### config.mk
export PLATFORM = sky130hd
export DESIGN_NAME = spi_ram_arbiter
export DESIGN_NICKNAME = d
export VERILOG_FILES = /design/src/rtl/spi_ram_pkg.sv /design/src/rtl/spi_cmd_buf.sv /design/src/rtl/spi_ram_arbiter.sv
export SDC_FILE = /design/constraint.sdc
export NUM_CORES = 1
export LEC_CHECK = 0
export CORE_MARGIN = 2
export CORE_UTILIZATION = 44
export DETAILED_ROUTE_END_ITERATION = 12
export MAX_ROUTING_LAYER = met4
export PLACE_DENSITY = 0.82
export SLEW_MARGIN = 20
export SYNTH_ARGS = -nofsm -noshare
export SYNTH_HDL_FRONTEND = slang
export SYNTH_SLANG_ARGS = --single-unit
### constraint.sdc
create_clock -name clk -period 1.4 [get_ports clk]
set_input_delay 0.21 -clock clk [delete_from_list [all_inputs] [get_ports clk]]
set_output_delay 0.21 -clock clk [all_outputs]
set_load 0.01 [all_outputs]
### src/rtl/spi_ram_pkg.sv
`default_nettype none
// ============================================================================
// spi_ram_pkg: opcodes, FSM states and owner ids shared by the SPI RAM arbiter.
// Revision: 1.0
// ============================================================================
package spi_ram_pkg;

  localparam logic [1:0] WR_ADDR = 2'b00;
  localparam logic [1:0] WR_DATA = 2'b01;
  localparam logic [1:0] RD_ADDR = 2'b10;
  localparam logic [1:0] RD_DATA = 2'b11;

  localparam logic SPI  = 1'b0;
  localparam logic HOST = 1'b1;

  typedef enum logic [1:0] {
    IDLE   = 2'd0,
    ACC    = 2'd1,
    RDWAIT = 2'd2
  } state_t;

endpackage
`default_nettype wire

### src/rtl/spi_cmd_buf.sv
`default_nettype none
// ============================================================================
// spi_cmd_buf: decodes SPI words into address latches and a one-entry slot.
// Revision: 1.0
// ============================================================================
module spi_cmd_buf #(
  parameter int ADDR_WIDTH = 8,
  parameter int DATA_WIDTH = 8
) (
  input  logic                  clk,
  input  logic                  rst_n,
  input  logic [9:0]            i_rx_data,
  input  logic                  i_rx_valid,
  input  logic                  i_slot_clr,
  output logic                  o_pend_valid,
  output logic                  o_pend_we,
  output logic [ADDR_WIDTH-1:0] o_pend_addr,
  output logic [DATA_WIDTH-1:0] o_pend_wdata,
  output logic                  o_spi_ovf
);
  import spi_ram_pkg::*;

  logic [ADDR_WIDTH-1:0] wr_addr_q, wr_addr_d;
  logic [ADDR_WIDTH-1:0] rd_addr_q, rd_addr_d;
  logic                  pend_valid_q, pend_valid_d;
  logic                  pend_we_q, pend_we_d;
  logic [ADDR_WIDTH-1:0] pend_addr_q, pend_addr_d;
  logic [DATA_WIDTH-1:0] pend_wdata_q, pend_wdata_d;
  logic                  ovf_q, ovf_d;

  logic [1:0] w_opcode;
  logic [7:0] w_payload;
  logic       w_slot_free;

  assign w_opcode    = i_rx_data[9:8];
  assign w_payload   = i_rx_data[7:0];
  // A slot being granted this edge can take a new post on the same edge.
  assign w_slot_free = !pend_valid_q || i_slot_clr;

  always_comb begin
    wr_addr_d    = wr_addr_q;
    rd_addr_d    = rd_addr_q;
    pend_valid_d = pend_valid_q && !i_slot_clr;
    pend_we_d    = pend_we_q;
    pend_addr_d  = pend_addr_q;
    pend_wdata_d = pend_wdata_q;
    ovf_d        = ovf_q;
    if (i_rx_valid) begin
      case (w_opcode)
        WR_ADDR: wr_addr_d = ADDR_WIDTH'(w_payload);
        RD_ADDR: rd_addr_d = ADDR_WIDTH'(w_payload);
        WR_DATA: begin
          if (w_slot_free) begin
            pend_valid_d = 1'b1;
            pend_we_d    = 1'b1;
            pend_addr_d  = wr_addr_q;
            pend_wdata_d = DATA_WIDTH'(w_payload);
          end else begin
            ovf_d = 1'b1;
          end
        end
        RD_DATA: begin
          if (w_slot_free) begin
            pend_valid_d = 1'b1;
            pend_we_d    = 1'b0;
            pend_addr_d  = rd_addr_q;
            pend_wdata_d = '0;
          end else begin
            ovf_d = 1'b1;
          end
        end
      endcase
    end
  end

  always_ff @(posedge clk or negedge rst_n) begin
    if (!rst_n) begin
      wr_addr_q    <= '0;
      rd_addr_q    <= '0;
      pend_valid_q <= 1'b0;
      pend_we_q    <= 1'b0;
      pend_addr_q  <= '0;
      pend_wdata_q <= '0;
      ovf_q        <= 1'b0;
    end else begin
      wr_addr_q    <= wr_addr_d;
      rd_addr_q    <= rd_addr_d;
      pend_valid_q <= pend_valid_d;
      pend_we_q    <= pend_we_d;
      pend_addr_q  <= pend_addr_d;
      pend_wdata_q <= pend_wdata_d;
      ovf_q        <= ovf_d;
    end
  end

  assign o_pend_valid = pend_valid_q;
  assign o_pend_we    = pend_we_q;
  assign o_pend_addr  = pend_addr_q;
  assign o_pend_wdata = pend_wdata_q;
  assign o_spi_ovf    = ovf_q;

endmodule
`default_nettype wire

### src/rtl/spi_ram_arbiter.sv
`default_nettype none
// ============================================================================
// spi_ram_arbiter: shares one single-port RAM between SPI commands and a host.
// Define SPI_RAM_ARB_RR_EN for round-robin on ties (default: SPI priority).
// Revision: 1.0
// ============================================================================
module spi_ram_arbiter #(
  parameter int ADDR_WIDTH = 8,
  parameter int DATA_WIDTH = 8
) (
  input  logic                  clk,
  input  logic                  rst_n,
  input  logic [9:0]            rx_data,
  input  logic                  rx_valid,
  output logic [7:0]            tx_data,
  output logic                  tx_valid,
  input  logic                  host_req,
  input  logic                  host_we,
  input  logic [ADDR_WIDTH-1:0] host_addr,
  input  logic [DATA_WIDTH-1:0] host_wdata,
  output logic                  host_gnt,
  output logic [DATA_WIDTH-1:0] host_rdata,
  output logic                  host_rvalid,
  output logic [ADDR_WIDTH-1:0] ram_addr,
  output logic [DATA_WIDTH-1:0] ram_wdata,
  output logic                  ram_we,
  output logic                  ram_re,
  input  logic [DATA_WIDTH-1:0] ram_rdata,
  output logic                  spi_ovf
);
  import spi_ram_pkg::*;

  state_t                state_q, state_d;
  logic [ADDR_WIDTH-1:0] ram_addr_q, ram_addr_d;
  logic [DATA_WIDTH-1:0] ram_wdata_q, ram_wdata_d;
  logic                  ram_we_q, ram_we_d;
  logic                  ram_re_q, ram_re_d;
  logic                  owner_q, owner_d;
  logic                  host_gnt_q, host_gnt_d;
  logic                  host_rvalid_q, host_rvalid_d;
  logic [DATA_WIDTH-1:0] host_rdata_q, host_rdata_d;
  logic [7:0]            tx_data_q, tx_data_d;
  logic                  tx_valid_q, tx_valid_d;

  logic                  w_pend_valid;
  logic                  w_pend_we;
  logic [ADDR_WIDTH-1:0] w_pend_addr;
  logic [DATA_WIDTH-1:0] w_pend_wdata;
  logic                  w_slot_clr;
  logic                  w_spi_wins;

  spi_cmd_buf #(
    .ADDR_WIDTH (ADDR_WIDTH),
    .DATA_WIDTH (DATA_WIDTH)
  ) u_cmd_buf (
    .clk          (clk),
    .rst_n        (rst_n),
    .i_rx_data    (rx_data),
    .i_rx_valid   (rx_valid),
    .i_slot_clr   (w_slot_clr),
    .o_pend_valid (w_pend_valid),
    .o_pend_we    (w_pend_we),
    .o_pend_addr  (w_pend_addr),
    .o_pend_wdata (w_pend_wdata),
    .o_spi_ovf    (spi_ovf)
  );

`ifdef SPI_RAM_ARB_RR_EN
  logic last_owner_q, last_owner_d;

  // On a tie the requester that did not own the previous access wins.
  assign w_spi_wins = w_pend_valid && (!host_req || (last_owner_q == HOST));

  always_comb begin
    last_owner_d = last_owner_q;
    if ((state_q == IDLE) && (w_pend_valid || host_req)) begin
      last_owner_d = w_spi_wins ? SPI : HOST;
    end
  end

  always_ff @(posedge clk or negedge rst_n) begin
    if (!rst_n) begin
      last_owner_q <= HOST;
    end else begin
      last_owner_q <= last_owner_d;
    end
  end
`else
  assign w_spi_wins = w_pend_valid;
`endif

  always_comb begin
    state_d       = state_q;
    ram_addr_d    = ram_addr_q;
    ram_wdata_d   = ram_wdata_q;
    ram_we_d      = 1'b0;
    ram_re_d      = 1'b0;
    owner_d       = owner_q;
    host_gnt_d    = 1'b0;
    host_rvalid_d = 1'b0;
    host_rdata_d  = host_rdata_q;
    tx_data_d     = tx_data_q;
    tx_valid_d    = tx_valid_q && !rx_valid;
    w_slot_clr    = 1'b0;
    case (state_q)
      IDLE: begin
        if (w_pend_valid || host_req) begin
          state_d = ACC;
          if (w_spi_wins) begin
            owner_d     = SPI;
            w_slot_clr  = 1'b1;
            ram_addr_d  = w_pend_addr;
            ram_wdata_d = w_pend_wdata;
            ram_we_d    = w_pend_we;
            ram_re_d    = !w_pend_we;
          end else begin
            owner_d     = HOST;
            host_gnt_d  = 1'b1;
            ram_addr_d  = host_addr;
            ram_wdata_d = host_wdata;
            ram_we_d    = host_we;
            ram_re_d    = !host_we;
          end
        end
      end
      ACC: state_d = ram_re_q ? RDWAIT : IDLE;
      RDWAIT: begin
        // Registered RAM read data is valid during this cycle.
        state_d = IDLE;
        if (owner_q == SPI) begin
          tx_data_d  = 8'(ram_rdata);
          tx_valid_d = 1'b1;
        end else begin
          host_rdata_d  = ram_rdata;
          host_rvalid_d = 1'b1;
        end
      end
      default: state_d = IDLE;
    endcase
  end

  always_ff @(posedge clk or negedge rst_n) begin
    if (!rst_n) begin
      state_q       <= IDLE;
      ram_addr_q    <= '0;
      ram_wdata_q   <= '0;
      ram_we_q      <= 1'b0;
      ram_re_q      <= 1'b0;
      owner_q       <= HOST;
      host_gnt_q    <= 1'b0;
      host_rvalid_q <= 1'b0;
      host_rdata_q  <= '0;
      tx_data_q     <= '0;
      tx_valid_q    <= 1'b0;
    end else begin
      state_q       <= state_d;
      ram_addr_q    <= ram_addr_d;
      ram_wdata_q   <= ram_wdata_d;
      ram_we_q      <= ram_we_d;
      ram_re_q      <= ram_re_d;
      owner_q       <= owner_d;
      host_gnt_q    <= host_gnt_d;
      host_rvalid_q <= host_rvalid_d;
      host_rdata_q  <= host_rdata_d;
      tx_data_q     <= tx_data_d;
      tx_valid_q    <= tx_valid_d;
    end
  end

  assign ram_addr    = ram_addr_q;
  assign ram_wdata   = ram_wdata_q;
  assign ram_we      = ram_we_q;
  assign ram_re      = ram_re_q;
  assign host_gnt    = host_gnt_q;
  assign host_rvalid = host_rvalid_q;
  assign host_rdata  = host_rdata_q;
  assign tx_data     = tx_data_q;
  assign tx_valid    = tx_valid_q;

endmodule
`default_nettype wire

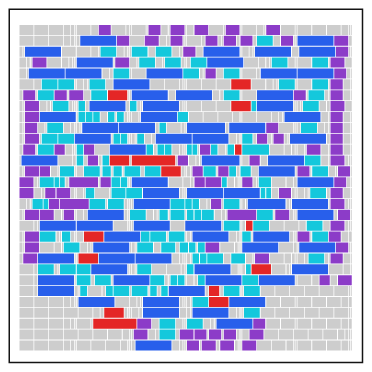
Fig. 1. Placed cells, one color a class (run 1).
Scale: 4 px per µm. Fill, decap, tap and diode cells in gray.
legend:
  all other logic:
    color: cyan
    cells: 139
    share_of_their_area: 28%
  other buffers and delay cells:
    color: purple
    cells: 100
    share_of_their_area: 22%
  clock drivers and dummy loads:
    color: red
    cells: 15
    share_of_their_area: 5.1%
  flip-flops:
    color: blue
    cells: 75
    share_of_their_area: 45%
final cell area excluding filler cells: 4340 µm²
Seq/total area: 43.4%
Final Core Density: 63.8%

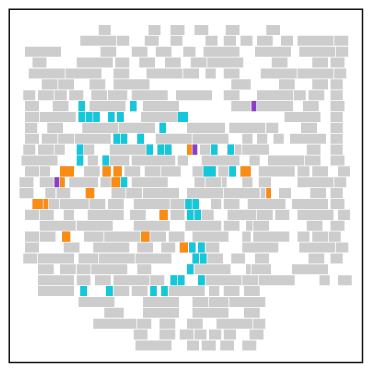
Fig. 2. Selected gate families (run 1).
Scale: 4 px per µm.
legend:
  inverting AOI/OAI gates:
    color: cyan
    cells: 39
  NAND gates:
    color: orange
    cells: 15
  inverters:
    color: purple
    cells: 3
fraction of area in multi-input gates: 27.1%
Post-Layout Cell Count: 425
Commonest Layout Cell: dfrtp_1

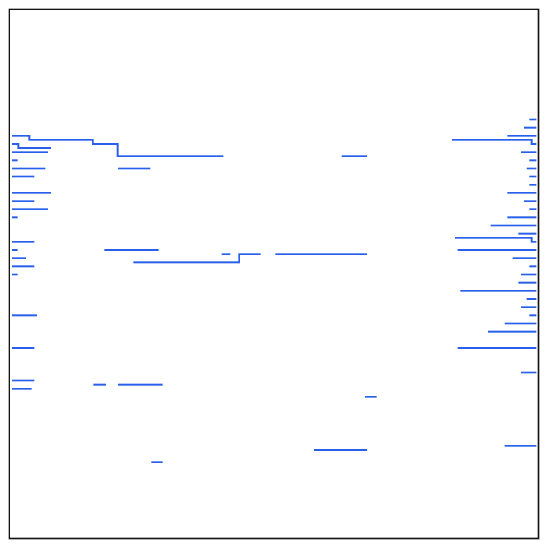
Fig. 3. Metal 3 (run 1).
Scale: 6 px per µm.
main direction: horizontal
share of all routed wire: 4.9%
wire length on this layer: 312 µm
longest straight run: 17.5 µm
Routed WL: 6350 µm
DR vias: 2149

==> run 1: per-stage QoR <==
stage / hold slack, ns / utilization, % / total power [mW] / area, µm²
finish: 0.319 / 63.8 / 8.02 / 4340
global route: 0.360 / 63.8 / 8.53 / 4340
CTS: 0.331 / 63.7 / 8.10 / 4330
detailed placement: 0.154 / 61.1 / 6.69 / 4150
global placement: 0.157 / 61.1 / 6.58 / 4150
floorplan: -0.0856 / - / 4.99 / 3100
==> run 1: layout by cell type (no fill, tap or decap), drive strengths merged <==
cell type	n
dfstp	1
clkbuf	10
dfrtp	74
o21bai	1
mux2i	9
buf	24
clkinv	2
nor4b	1
nor3b	1
clkinvlp	1
mux2	64
nor3	1
nand3	1
bufinv	2
o21ai	36
dlygate4sd2	38
a21o	1
a21oi	2
nor2b	1
dlygate4sd3	1
nand3b	2
clkdlybuf4s50	37
nor2	3
nand2b	8
nand2	4
inv	3
o21a	1
==> run 1: logic make-up after synthesis <==
family / Yosys count / synth area share, %
flops: 75 / 60.6
mux: 73 / 26.2
compound gates: 41 / 6.98
simple gates: 22 / 4.68
buf+inv: 10 / 1.61
==> run 1: flip-flops by register name, indices dropped and copies added (netlist names), 2 cells and up <==
signal and cells:
u_cmd_buf.o_pend_wdata 8, ram_wdata 8, u_cmd_buf.o_pend_addr 8, ram_addr 8
u_cmd_buf.wr_addr_q 8, u_cmd_buf.rd_addr_q 8, tx_data 8, state_q 2
host_rdata 8
==> run 1: layout make-up <==
class                      instances  area, µm²  share of cell area (%)
clock buffer                      10        138                    3.17
clock inverter                     5       77.6                    1.79
inverter                           3       11.3                   0.260
multi-input combinational        136       1170                    27.1
sequential                        75       1880                    43.4
tap                               96        120                    2.77
timing repair buffer             100        935                    21.6
==> results_slide.txt, run 1 <==
Implementation Results

Worst setup path
  • Crit path DRT: 1.63 ns
  • Crit path max fanout: 6
  • Reg2reg start: state_q[0]
  • Delay-heaviest family, CP: flip-flops
  • Max incr delay on CP: 0.46 ns
  • Reg-to-Reg End: tx_data[7]
  • FF-to-FF setup slack: 0.07 ns
  • Worst EP arrival: 1.56 ns
  • Reg2reg path depth: 3
  • Worst path cell trace: nor3b_4 -> buf_4 -> mux2_2
  • Critical path class: reg -> reg
  • CP startpoint: state_q[0]
  • Crit path capture type: flop

Power
  • Sequential power: 3.44 mW
  • Sequential share of power: 42.9%
  • Switching part of the total: 29.3%
  • Logic pwr share: 34.8%
  • Int Power: 5.66 mW
  • Clock-net power: 1.79 mW
  • Peak VDD IR: 909 µV
  • P_sw: 2.35 mW

Floorplan
  • Area of the die: 7730 µm²
  • Floorplan Utilization: 45.6%
  • Rows: 30
  • Placeable Area: 6790 µm²
  • Die X-Extent: 87.9 µm
  • Die Ht: 87.9 µm
  • Num ports: 77

Route
  • Met3 wire len: 311 µm
  • Metal1 wirelength: 2830 µm
  • Top Metal Used: met4
  • Routed wl met2: 3110 µm
  • Vias per inst: 5.06

Place
  • Pre-CTS setup slack: -0.171 ns
  • Dpl cells: 409
  • I/O Buffers: 76
  • Post-DP HPWL: 4720 µm
  • RePlAce Congestion: 0.820

GRT
  • Global route hottest layer: met2
  • GRT met1 Usage: 23.8%
  • GR Overflow Total: 0
  • Initial antenna violation count: 0
  • Number of global-route vias before repair: 2243
  • Met3 usage: 3.86%
  • Largest net degree at the start of global routing: 30
  • First-pass GRT wire length: 10600 µm
  • Met2 Use GR: 29.8%

Final timing
  • Worst clock skew: 0.00584 ns
  • Total negative setup slack: 0 ns
  • Actual slew at the worst max-slew pin: 0.367 ns
  • RSZ-0062 raised after global routing: false
  • Maximum clock frequency: 0.750 GHz
  • Final hold violation count: 0
  • # setup viols final: 0
  • Worst Slack Setup Final: 0.0670 ns
  • Fin. max-slew vios: 0
  • Worst slew margin: 75.6%

Clock tree
  • # resized after CTS: 38
  • H-tree Lvls: 3
  • Worst-skew pair later-pin latency: 0.35 ns
  • CTS buffer count: 9
  • Setup bufs post-CTS: 0
  • # hold bufs at CTS: 1
  • Clk root buf: clkbuf_8

Synth
  • Mapped Area: 3100 µm²
  • Synth Flop Type: dfrtp_1
  • Synth Net Count: 260
  • EDFF count, synth: 0
  • Synth top cells by count: dfrtp_1 (74), mux2_2 (64), o21ai_0 (35), mux2i_1 (9), nand2b_1 (8)
  • Cell count in the Yosys report: 221
  • Cell type with the largest total area: dfrtp_1
  • Synth top area cells: dfrtp_1 (60%), mux2_2 (23%), o21ai_0 (5.6%)
  • Cell count after synthesis: 221

Hold path
  • Hold Path Class: in -> async

Layout
  • N_diodes: 0
  • Fillers: 573
  • Area growth, synth to finish: 39.8%

Status
  • Status: complete, no violations
Fig. 4: run 1, cells by drive strength
Scale: 4 px per µm.
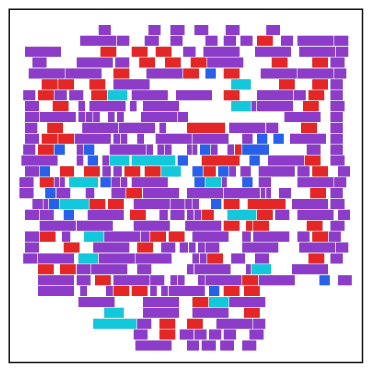

--- run 2 (diff from run 1) ---
CTS_CLUSTER_SIZE = 24   (was default)
RECOVER_POWER = 25   (was default)
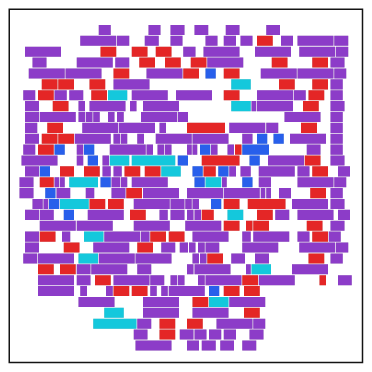
Fig. 5. Cells by drive strength (run 2).
Scale: 4 px per µm.
legend:
  drive 3 to 4:
    color: blue
    cells: 21
    share: 6.4%
    most_used: buf_4
  drive 6 and up:
    color: cyan
    cells: 16
    share: 4.9%
    most_used: clkbuf_8
  drive 1 or less:
    color: purple
    cells: 218
    share: 66%
    most_used: dfrtp_1
  drive 2:
    color: red
    cells: 74
    share: 22%
    most_used: mux2_2

==> run 2 against run 1 <==
Effect of this change: via count hardly changed; power about the same; critical endpoint unchanged; clock skew is essentially flat; cell count did not move.
==> results_slide.txt, run 2 <==
Implementation Results

Final timing
  • # setup viols final: 0 (unchanged)
  • Fin. max-slew vios: 0 (unchanged)
  • Worst clock skew: 0.00566 ns (-0.000176 ns)
  • Total negative setup slack: 0 ns (unchanged)
  • Hold_ws: 0.434 ns (+0.115 ns)
  • Final hold violation count: 0 (unchanged)
  • Actual slew at the worst max-slew pin: 0.687 ns (+0.321 ns)
  • Maximum clock frequency: 0.753 GHz (+0.38%)
  • Worst slew margin: 54.2% (-21 points)
  • Fin crit share: 94.8%
  • Worst Slack Setup Final: 0.0721 ns (+0.00511 ns)
  • RSZ-0062 raised after global routing: false

Place
  • Dpl cells: 409 (unchanged)
  • Pre-CTS setup slack: -0.171 ns (unchanged)
  • I/O Buffers: 76 (unchanged)
  • Post-DP HPWL: 4720 µm (unchanged)
  • RePlAce Congestion: 0.820 (unchanged)
  • Placed cell area: 4150 µm² (unchanged)

Run
  • Max-cap violations: 0

Synth
  • Synth Net Count: 260 (unchanged)
  • And+or+nand+nor area frac: 4.68% (unchanged)
  • Dominant comb cell: multiplexers
  • Cell count after synthesis: 221 (unchanged)
  • Mux share: 26.2% (unchanged)
  • Synth top cells by count: dfrtp_1 (74), mux2_2 (64), o21ai_0 (35), mux2i_1 (9), nand2b_1 (8)
  • Cell type with the largest total area: dfrtp_1
  • Synth Warn #: 0
  • Synth top area cells: dfrtp_1 (60%), mux2_2 (23%), o21ai_0 (5.6%)
  • Cell count in the Yosys report: 221 (unchanged)
  • Synth Flop Type: dfrtp_1
  • Fa+ha+maj area frac: 0% (unchanged)
  • AND-OR/OR-AND Cells, Area Fraction: 6.98% (unchanged)
  • XOR Share, Synth: 0% (unchanged)
  • Mapped Area: 3100 µm² (unchanged)
  • EDFF count, synth: 0 (unchanged)

Worst setup path
  • Delay-heaviest family, CP: flip-flops
  • Crit path DRT: 1.63 ns (about the same)
  • Crit path capture type: flop
  • Worst path cell trace: nor3b_4 -> buf_4 -> mux2_2
  • Crit path max fanout: 6 (unchanged)
  • Critical path class: reg -> reg
  • Max incr delay on CP: 0.46 ns (about the same)
  • Worst EP arrival: 1.56 ns (about the same)

GRT
  • GR Overflow Total: 0 (unchanged)
  • Largest net degree at the start of global routing: 30 (unchanged)
  • Initial antenna violation count: 0 (unchanged)
  • First-pass GRT wire length: 10600 µm (unchanged)
  • Number of global-route vias before repair: 2243 (unchanged)

Power
  • Peak VDD IR: 910 µV (about the same)
  • P_sw: 2.35 mW (about the same)
  • Switching part of the total: 29.4% (about the same)
  • Int Power: 5.66 mW (about the same)
  • Sequential share of power: 42.9% (about the same)
  • Logic pwr share: 34.8% (about the same)
  • Clock network power share: 22.3%
  • Power, Total: 8.01 mW (about the same)

Floorplan
  • Num ports: 77 (unchanged)
  • Floorplan Utilization: 45.6% (unchanged)
  • Die X-Extent: 87.9 µm (unchanged)
  • Area of the die: 7730 µm² (unchanged)
  • Rows: 30 (unchanged)
  • Die Ht: 87.9 µm (unchanged)
  • Placeable Area: 6790 µm² (unchanged)

Route
  • Vias per inst: 5.06 (about the same)
  • Wire per inst: 15.0 µm
  • Routed WL: 6350 µm (about the same)
  • DRC: 0
  • DR vias: 2151 (+0.093%)

Clock tree
  • Bufs on Longest Clock Path: 2
  • H-tree Lvls: 3 (unchanged)
  • Clk root buf: clkbuf_8
  • CTS buffer count: 9 (unchanged)
  • Worst-skew pair later-pin latency: 0.35 ns (about the same)
  • Setup bufs post-CTS: 0 (unchanged)

Layout
  • Final cell area excluding filler cells: 4320 µm² (-0.26%)
  • Logic area: 1170 µm² (unchanged)
  • Commonest Layout Cell: dfrtp_1
  • N_diodes: 0 (unchanged)
  • Area growth, synth to finish: 39.5%
  • Top cells excl fill/tap: dfrtp_1 (72), mux2_2 (64), dlygate4sd2_1 (38)
  • Fillers: 577 (+0.70%)
  • Post-Layout Cell Count: 425 (unchanged)
  • Final Core Density: 63.6% (-0.17 points)
  • Reg area: 1880 µm² (unchanged)

Hold path
  • Hold Path Class: in -> async

Status
  • Status: complete, no violations
run 2: cell counts after synthesis:
No cell type changed its count.
run 2: worst paths after layout:
kind	from	to	slack, ns	depth (start not counted)
min in group clk	tx_valid	tx_valid	0.48	1
hold reg to reg	tx_valid	tx_valid	0.48	1
setup reg to reg	state_q[0]	tx_data[7]	0.07	3
hold / removal	rst_n	host_rdata[2]	0.43	2
setup / recovery	state_q[0]	tx_data[7]	0.07	3
max in group asynchronous	rst_n	u_cmd_buf.o_pend_wdata[1]	0.25	3
run 2: layout make-up:
| class | count | area share (%) |
|---|---|---|
| clock buffer | 10 | 3.18 |
| clock inverter | 5 | 1.79 |
| inverter | 3 | 0.260 |
| multi-input combinational | 136 | 27.1 |
| sequential | 75 | 43.5 |
| tap | 96 | 2.78 |
| timing repair buffer | 100 | 21.4 |
run 2: repair_timing:
action                                  CTS  global route
endpoints found under the hold margin    26             0
hold buffers                              1             0
resized                                  38             5
endpoints found under the setup margin   38            31
pin swaps                                 0             0
run 2: layer usage:
| metal | track usage, % | up-vias | share of wire, % |
|---|---|---|---|
| li1 | - | 1010 | - |
| met4 | 7.55 | 0 | 1.5 |
| met1 | 23.8 | 1067 | 45 |
| met2 | 29.8 | 64 | 49 |
| met5 | - | - | 0 |
| met3 | 3.86 | 10 | 4.9 |
run 2: power groups by stage:
| stage | clock (mW) | combinational, mW | sequential, mW |
|---|---|---|---|
| 5_1_grt | 1.92 | 3.06 | 3.54 |
| 3_5_place_dp | 0 | 3.20 | 3.49 |
| 6_report | 1.79 | 2.79 | 3.43 |
| 4_1_cts | 1.83 | 2.84 | 3.43 |
| 3_3_place_gp | 0 | 3.12 | 3.46 |
| 2_1_floorplan | 0 | 1.34 | 3.66 |
Power is estimated from default activity; no workload was simulated.
